==> src/rtl/prog_clock_div_pkg.sv <==
// prog_clock_div_pkg: shared mode encodings and default divisor for the programmable clock divider
package prog_clock_div_pkg;
  typedef enum logic {MODE_TOGGLE = 1'b0, MODE_PULSE = 1'b1} modeT;
  localparam int unsigned DEFAULT_DIVISOR = 4999999;
endpackage

==> src/rtl/prog_clock_div_if.sv <==
// prog_clock_div_if: enable/load handshake and divided outputs of the clock divider
interface prog_clock_div_if #(
  parameter int CHANNELS = 4,
  parameter int WIDTH = 23
);
  logic [CHANNELS-1:0] enable;
  logic [CHANNELS-1:0] clkOut;
  logic loadValid;
  logic loadReady;
  logic loadMode;
  logic [3:0] loadChan;
  logic [WIDTH-1:0] loadDiv;
  modport master(output enable, loadValid, loadChan, loadDiv, loadMode, input loadReady, clkOut);
  modport slave(input enable, loadValid, loadChan, loadDiv, loadMode, output loadReady, clkOut);
endinterface

==> src/rtl/prog_clock_div_channel.sv <==
// div_channel: one divider channel with a pending divisor slot applied on period boundaries
module div_channel
  import prog_clock_div_pkg::*;
#(
  parameter int WIDTH = 23,
  parameter int unsigned DEFAULT_DIV = DEFAULT_DIVISOR
) (
  input  logic             clkIn,
  input  logic             rst,
  input  logic             enable,
  input  logic             load,
  input  logic [WIDTH-1:0] loadDiv,
  input  modeT             loadMode,
  output logic             pendValid,
  output logic             clkOut
);
  logic [WIDTH-1:0] cnt, div, pendDiv;
  modeT mode, pendMode;
  logic wrap, apply, modeChange;
  // a disabled channel has no period to protect, so its pending load lands at once
  always_comb begin
    wrap = enable && cnt == div;
    apply = pendValid && (wrap || !enable);
    modeChange = apply && pendMode != mode;
  end
  always_ff @(posedge clkIn) begin
    if (rst) begin
      cnt <= '0;
      div <= WIDTH'(DEFAULT_DIV);
      mode <= MODE_TOGGLE;
      pendValid <= 1'b0;
      clkOut <= 1'b0;
    end else begin
      cnt <= (wrap || !enable) ? '0 : cnt + 1'b1;
      clkOut <= (!enable || modeChange) ? 1'b0 : (mode == MODE_PULSE) ? wrap : clkOut ^ wrap;
      if (apply) begin
        div <= pendDiv;
        mode <= pendMode;
      end
      if (load) begin
        pendDiv <= loadDiv;
        pendMode <= loadMode;
      end
      pendValid <= load || (pendValid && !apply);
    end
  end
endmodule

==> src/rtl/prog_clock_div.sv <==
// prog_clock_div: CHANNELS independent programmable dividers sharing one divisor-load port
module prog_clock_div
  import prog_clock_div_pkg::*;
#(
  parameter int CHANNELS = 4,
  parameter int WIDTH = 23,
  parameter int unsigned DEFAULT_DIV = DEFAULT_DIVISOR
) (
  input logic clkIn,
  input logic rst,
  prog_clock_div_if.slave bus
);
  logic [CHANNELS-1:0] ready, pend, load, outs;
  // out-of-range channel indices match no slot, so loadReady stays low for them
  always_comb begin
    for (int i = 0; i < CHANNELS; i++) ready[i] = !rst && bus.loadChan == 4'(i) && !pend[i];
    load = bus.loadValid ? ready : '0;
  end
  assign bus.loadReady = |ready;
  assign bus.clkOut = outs;
  genvar c;
  for (c = 0; c < CHANNELS; c++) begin : gCh
    div_channel #(.WIDTH(WIDTH), .DEFAULT_DIV(DEFAULT_DIV)) uCh (
      .clkIn(clkIn),
      .rst(rst),
      .enable(bus.enable[c]),
      .load(load[c]),
      .loadDiv(bus.loadDiv),
      .loadMode(modeT'(bus.loadMode)),
      .pendValid(pend[c]),
      .clkOut(outs[c])
    );
  end
endmodule

==> src/flat_wrapper.sv <==
// flat-port wrapper written by rule: the top's interface ports become plain ports
module prog_clock_div_flat import prog_clock_div_pkg::*;
#(
  parameter int CHANNELS = 4,
  parameter int WIDTH = 23,
  parameter int unsigned DEFAULT_DIV = DEFAULT_DIVISOR
)
  (clkIn, rst, bus_enable, bus_loadValid, bus_loadChan, bus_loadDiv, bus_loadMode, bus_loadReady, bus_clkOut);
  prog_clock_div_if #(.CHANNELS(CHANNELS), .WIDTH(WIDTH)) bus_i ();
  input logic clkIn;
  input logic rst;
  input wire logic [$bits(bus_i.enable)-1:0] bus_enable;
  input wire logic [$bits(bus_i.loadValid)-1:0] bus_loadValid;
  input wire logic [$bits(bus_i.loadChan)-1:0] bus_loadChan;
  input wire logic [$bits(bus_i.loadDiv)-1:0] bus_loadDiv;
  input wire logic [$bits(bus_i.loadMode)-1:0] bus_loadMode;
  output wire logic [$bits(bus_i.loadReady)-1:0] bus_loadReady;
  output wire logic [$bits(bus_i.clkOut)-1:0] bus_clkOut;
  assign bus_i.enable = bus_enable;
  assign bus_i.loadValid = bus_loadValid;
  assign bus_i.loadChan = bus_loadChan;
  assign bus_i.loadDiv = bus_loadDiv;
  assign bus_i.loadMode = bus_loadMode;
  assign bus_loadReady = bus_i.loadReady;
  assign bus_clkOut = bus_i.clkOut;
  prog_clock_div #(.CHANNELS(CHANNELS), .WIDTH(WIDTH), .DEFAULT_DIV(DEFAULT_DIV)) u_core (.clkIn(clkIn), .rst(rst), .bus(bus_i));
endmodule
==> config.mk <==
export PLATFORM = sky130hd
export DESIGN_NAME = prog_clock_div_flat
export DESIGN_NICKNAME = d
export VERILOG_FILES = /design/src/rtl/prog_clock_div_pkg.sv /design/src/rtl/prog_clock_div_if.sv /design/src/rtl/prog_clock_div_channel.sv /design/src/rtl/prog_clock_div.sv /design/src/flat_wrapper.sv
export SDC_FILE = /design/constraint.sdc
export NUM_CORES = 1
export LEC_CHECK = 0
export CORE_MARGIN = 2
export CORE_UTILIZATION = 57
export CTS_BUF_LIST = sky130_fd_sc_hd__clkbuf_4
export CTS_CLUSTER_SIZE = 12
export DETAILED_ROUTE_END_ITERATION = 12
export PLACE_DENSITY = 0.84
export RECOVER_POWER = 100
export SLEW_MARGIN = 20
export SYNTH_ARGS = -nofsm -noshare
export SYNTH_HDL_FRONTEND = slang
export SYNTH_SLANG_ARGS = --single-unit
==> constraint.sdc <==
create_clock -name clkIn -period 3.5 [get_ports clkIn]
set_clock_uncertainty 0.05 [all_clocks]
set_input_delay 0.875 -clock clkIn [delete_from_list [all_inputs] [get_ports clkIn]]
set_output_delay 0.875 -clock clkIn [all_outputs]
set_load 0.1 [all_outputs]
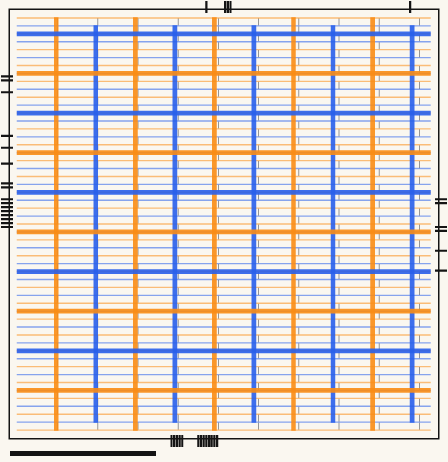
(power grid)
The bar under the picture is 50 um long. Pins as bars on the die edge. Tap cells in gray.
| net | color |
|---|---|
| VSS | orange |
| VDD | blue |
met5 straps: 10
tap cells: 270
met1 rails: 53
rows: 52
signal pins: 40
Die Span Y: 147 um
width of the chip: 147 um

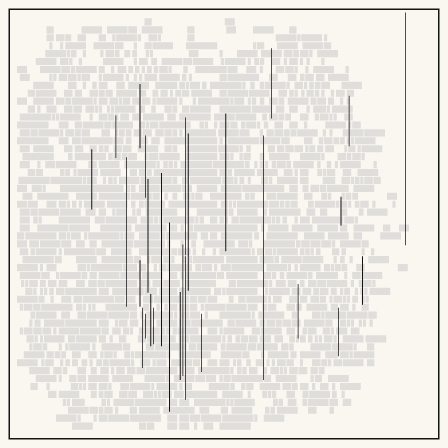
(met4 routing)
wire length on this layer: 921 um
longest straight run: 83.6 um

## cell usage after synthesis
cell / count
nor2_1: 199
dfxtp_1: 196
xor2_1: 119
edfxtp_1: 96
mux2i_1: 58
xnor2_1: 57
nand2_1: 53
nor3_1: 48
a21oi_1: 44
nand3_1: 33
nand4_1: 28
clkbuf_1: 18
and3_1: 17
nor4_1: 16
buf_2: 13
and4_1: 10
buf_4: 8
inv_1: 8
buf_6: 5
nand2b_1: 5
nor2b_1: 5
ha_1: 4
o21ai_0: 4
o21bai_1: 4
a211o_1: 3
o211ai_1: 3
o31ai_2: 3
or2_2: 3
nor3b_1: 2
a2111oi_0: 1
a41o_1: 1
and2b_1: 1
buf_12: 1
buf_8: 1
nor4_2: 1
o2111ai_1: 1
o22ai_1: 1
or3_4: 1
or4_1: 1
## through the flow
step	hold slack [ns]	instance area, um^2	worst slack (ns)	util, %
finish	0.414	13100	0.260	65.4
global route	0.431	13100	0.220	65.4
detailed placement	0.399	12300	0.368	61.1
global placement	0.395	12300	0.376	61.1
CTS	0.412	13200	0.369	65.7
floorplan	0.388	11700	-0.105	-
## power groups by stage
stage | Combinational, mW | Sequential (mW) | Clock [mW]
after global routing | 0.187 | 3.53 | 3.07
after global placement | 0.179 | 3.60 | 0
after floorplan | 0.0827 | 3.60 | 0
final | 0.174 | 3.53 | 2.83
after detailed placement | 0.181 | 3.60 | 0
after CTS | 0.183 | 3.53 | 2.90
## critical path: cells and delay by family
kind | cells | cell delay, ns
AOI/OAI and AO/OA | 1 | 0.32
buffers and inverters | 3 | 0.83
and+or+nand+nor | 2 | 0.30
## metal layers
layer  vias to the layer above  part of all wire, %
met3                        62                  5.7
met2                       253                   47
met1                      3751                   44
li1                       3896                    -
met4                         0                  3.7
met5                         -                    0
## kinds of logic after synthesis
logic type / count (synthesis)
xor+xnor: 176
flops: 292
simple gates: 423
mux: 58
compound gates: 65
fa+ha+maj: 4
buf+inv: 54
## worst max-delay path by stage
stage,depth (start not counted),start,slack (ns),to
after CTS,6,bus_loadChan[3],0.37,bus_loadReady
after detailed placement,6,bus_loadChan[3],0.37,bus_loadReady
after global routing,6,bus_loadChan[2],0.22,bus_loadReady
final,6,bus_loadChan[3],0.26,bus_loadReady
after global placement,6,bus_loadChan[3],0.38,bus_loadReady
after floorplan,4,rst,-0.10,u_core.gCh[2].uCh.pendDiv[0]
## flip-flops by register name, indices dropped and copies added, names as in the netlist
register                  cells
u_core.gCh.uCh.pendMode       4
u_core.gCh.uCh.pendDiv       92
u_core.gCh.uCh.pendValid      4
u_core.gCh.uCh.cnt           92
u_core.gCh.uCh.clkOut         4
u_core.gCh.uCh.div           92
u_core.gCh.uCh.mode           4
## cell type report
type	instances	area share (%)
Clock inverter	15	0.438
Timing Repair Buffer	55	3.47
Clock buffer	117	6.68
Multi-Input combinational cell	726	34.8
Tap cell	270	2.57
Sequential cell	292	51.8
Antenna cell	1	0.0190
Inverter	8	0.229
==> notes.md <==
The following summarizes the physical implementation.

Logic synthesis
Counting every net in the synthesized netlist gives 1111. The chip area line in the Yosys stat output reads 0.0116 mm^2. Summed over its instances, the top area cell type makes up 33.7% of the synthesized netlist area. Summing the areas of all fa, ha and maj instances in the mapped netlist gives 0.430% of the synthesized area.

For reference, the post-synthesis area per instance comes to 10.9 um^2. The portion of netlist area occupied by mux cells is around 5%. The instance count of the mapped netlist is 1072. The cell taking the most area after synthesis is dfxtp_1.

The cell area that synthesis handed to floorplanning was 0.0116 mm^2. The post-synthesis sequential area ratio is 58.5%. The count of cell types in the netlist is 39.

Grouping non-sequential cells by family puts the most area in simple AND/OR/NAND/NOR gates. The post-synthesis compound-gate area fraction is 3.35%. The fraction of the mapped netlist area in simple logic gates is 16.8%. Synthesis inferred about 290 register bits. The cell total in the yosys stat output is 1072. The area fraction in xor and xnor cells is 13.2%.

Finish
The sequential cells in the finished layout cover a total of 0.00681 mm^2. At the end of the flow, the number of nets in the layout was around 1.2k. The layout summary lists the proportion of cells stronger than drive strength 1 as 11.3%. The most common logic cells in the final layout are nor2_1, dfxtp_1, xor2_1. The finished layout holds 1484 standard cells, fillers aside.

The most common logic cell in the routed design is nor2_1. The synthesis-to-layout area growth is 12.9%. The combined area of the multi-input logic cells is 0.00457 mm^2.

Pwr
The net switching power is around 1.5 mW. The power density over cell area is 497 mW/mm^2. The leakage power is 4.56 nW. The part of the power in combinational logic is 2.7%. The power report lists cell-internal power as 5.08 mW. The share of total power in sequential cells is 54.0%.

The clock share of power is 43.3%. The switching share of power is 22.2%. The peak supply drop is 0.338 mV.

Global routing
The met1 track demand over resource is 31.0%. Entering global routing, the biggest net connects 127 pins. The first global-routing pass estimated 39.5 mm of wire.

The combined global-route utilization of all metal layers is 23.3%. The via count of the first global-routing pass was 7849. Recorded from the global router log, the overflow total was 0. In the global route stage, met2 resource usage came out at a little under two fifths. The number of antenna violations at the first check in global routing is 1. The busiest layer in global routing is met2.

Worst hold path
The startpoint of the worst hold path is u_core.gCh[1].uCh.pendDiv[0]. The report gives the cell count of the worst hold path as 2. The class of the most critical hold timing path is reg -> reg. The path with the worst hold slack has its endpoint at u_core.gCh[1].uCh.div[0].

CTS
For the worst-skew pair, the clock arrives at the later sink with an insertion delay of 0.66 ns. The number of gates resized after CTS was 0. The TritonCTS sink count is 292.

The clock edge transition at the registers on the reported setup and hold paths is approximately 0.06 ns. The count of H-tree levels built during CTS is 3. Counting the buffers created by CTS gives 73. The post-CTS hold buffer count recorded in the log is 0. The clock tree from TritonCTS is built.

STA
The number of max-slew violations in the final report is 0. Setup repair after global routing left no endpoint under its margin. The maximum frequency from static timing analysis is 309 MHz. For the final routed database, the setup TNS stands at 0 ns.

The final critical-path required period is 3.24 ns. The share of the clock period used by the worst path after layout is 92.6%. The number of hold-slack violations in the final timing report is 0. The headroom to the max-slew limit is 6.16%.

Placement
The instance count after placement with tap cells included is 1351. The estimated wirelength of the detail-placed design is 16.4 mm. The buffer_ports step reported a buffer count of 39. The final weighted congestion in routability-driven placement is between 0.8 and 0.9.

Setup path
The OpenROAD report gives the critical path a data arrival time of 2.32 ns. The logic depth of the worst register-to-register path is 7. The required time at the worst-slack endpoint is 2.57 ns. The endpoint of the lowest-slack register-to-register path is u_core.gCh[1].uCh.div[16].

Per STA, the highest per-stage delay on the worst path measures roughly 0.4 ns. STA classifies the critical path startpoint as an input port. The worst setup path is captured at an output pin.

Listed in order, past its start point the critical path passes clkdlybuf4s50_1 -> nor3_1 -> clkbuf_1 -> nand2_1 -> o22ai_2 -> buf_12. The worst setup path is of the in -> out kind. Per the STA report, the cell with the highest stage delay on the worst path is clkdlybuf4s50_1. Looking at the reg2reg group, the worst path starts from u_core.gCh[1].uCh.cnt[14].

Flow run
The tool warning count for the run is 30. The run reported a max-capacitance violation count of 0.

Floorplan
The core utilization before placement is 57.9%. The die covers 0.0216 mm^2. The placement row count is 52. The total area inside the core boundary comes to 0.0201 mm^2.

Route
The routed via count divided by cell count is 5.37. The post-route DRC violation count is 0. The number of iterations in the first detailed-routing pass is 5. The routed layout has 7962 vias.

The aggregate routed wire length is 24.6 mm.

Run status
The flow ran to the end, and the final reports show no timing, DRC or antenna violations.
Power and IR drop assume default switching activity.
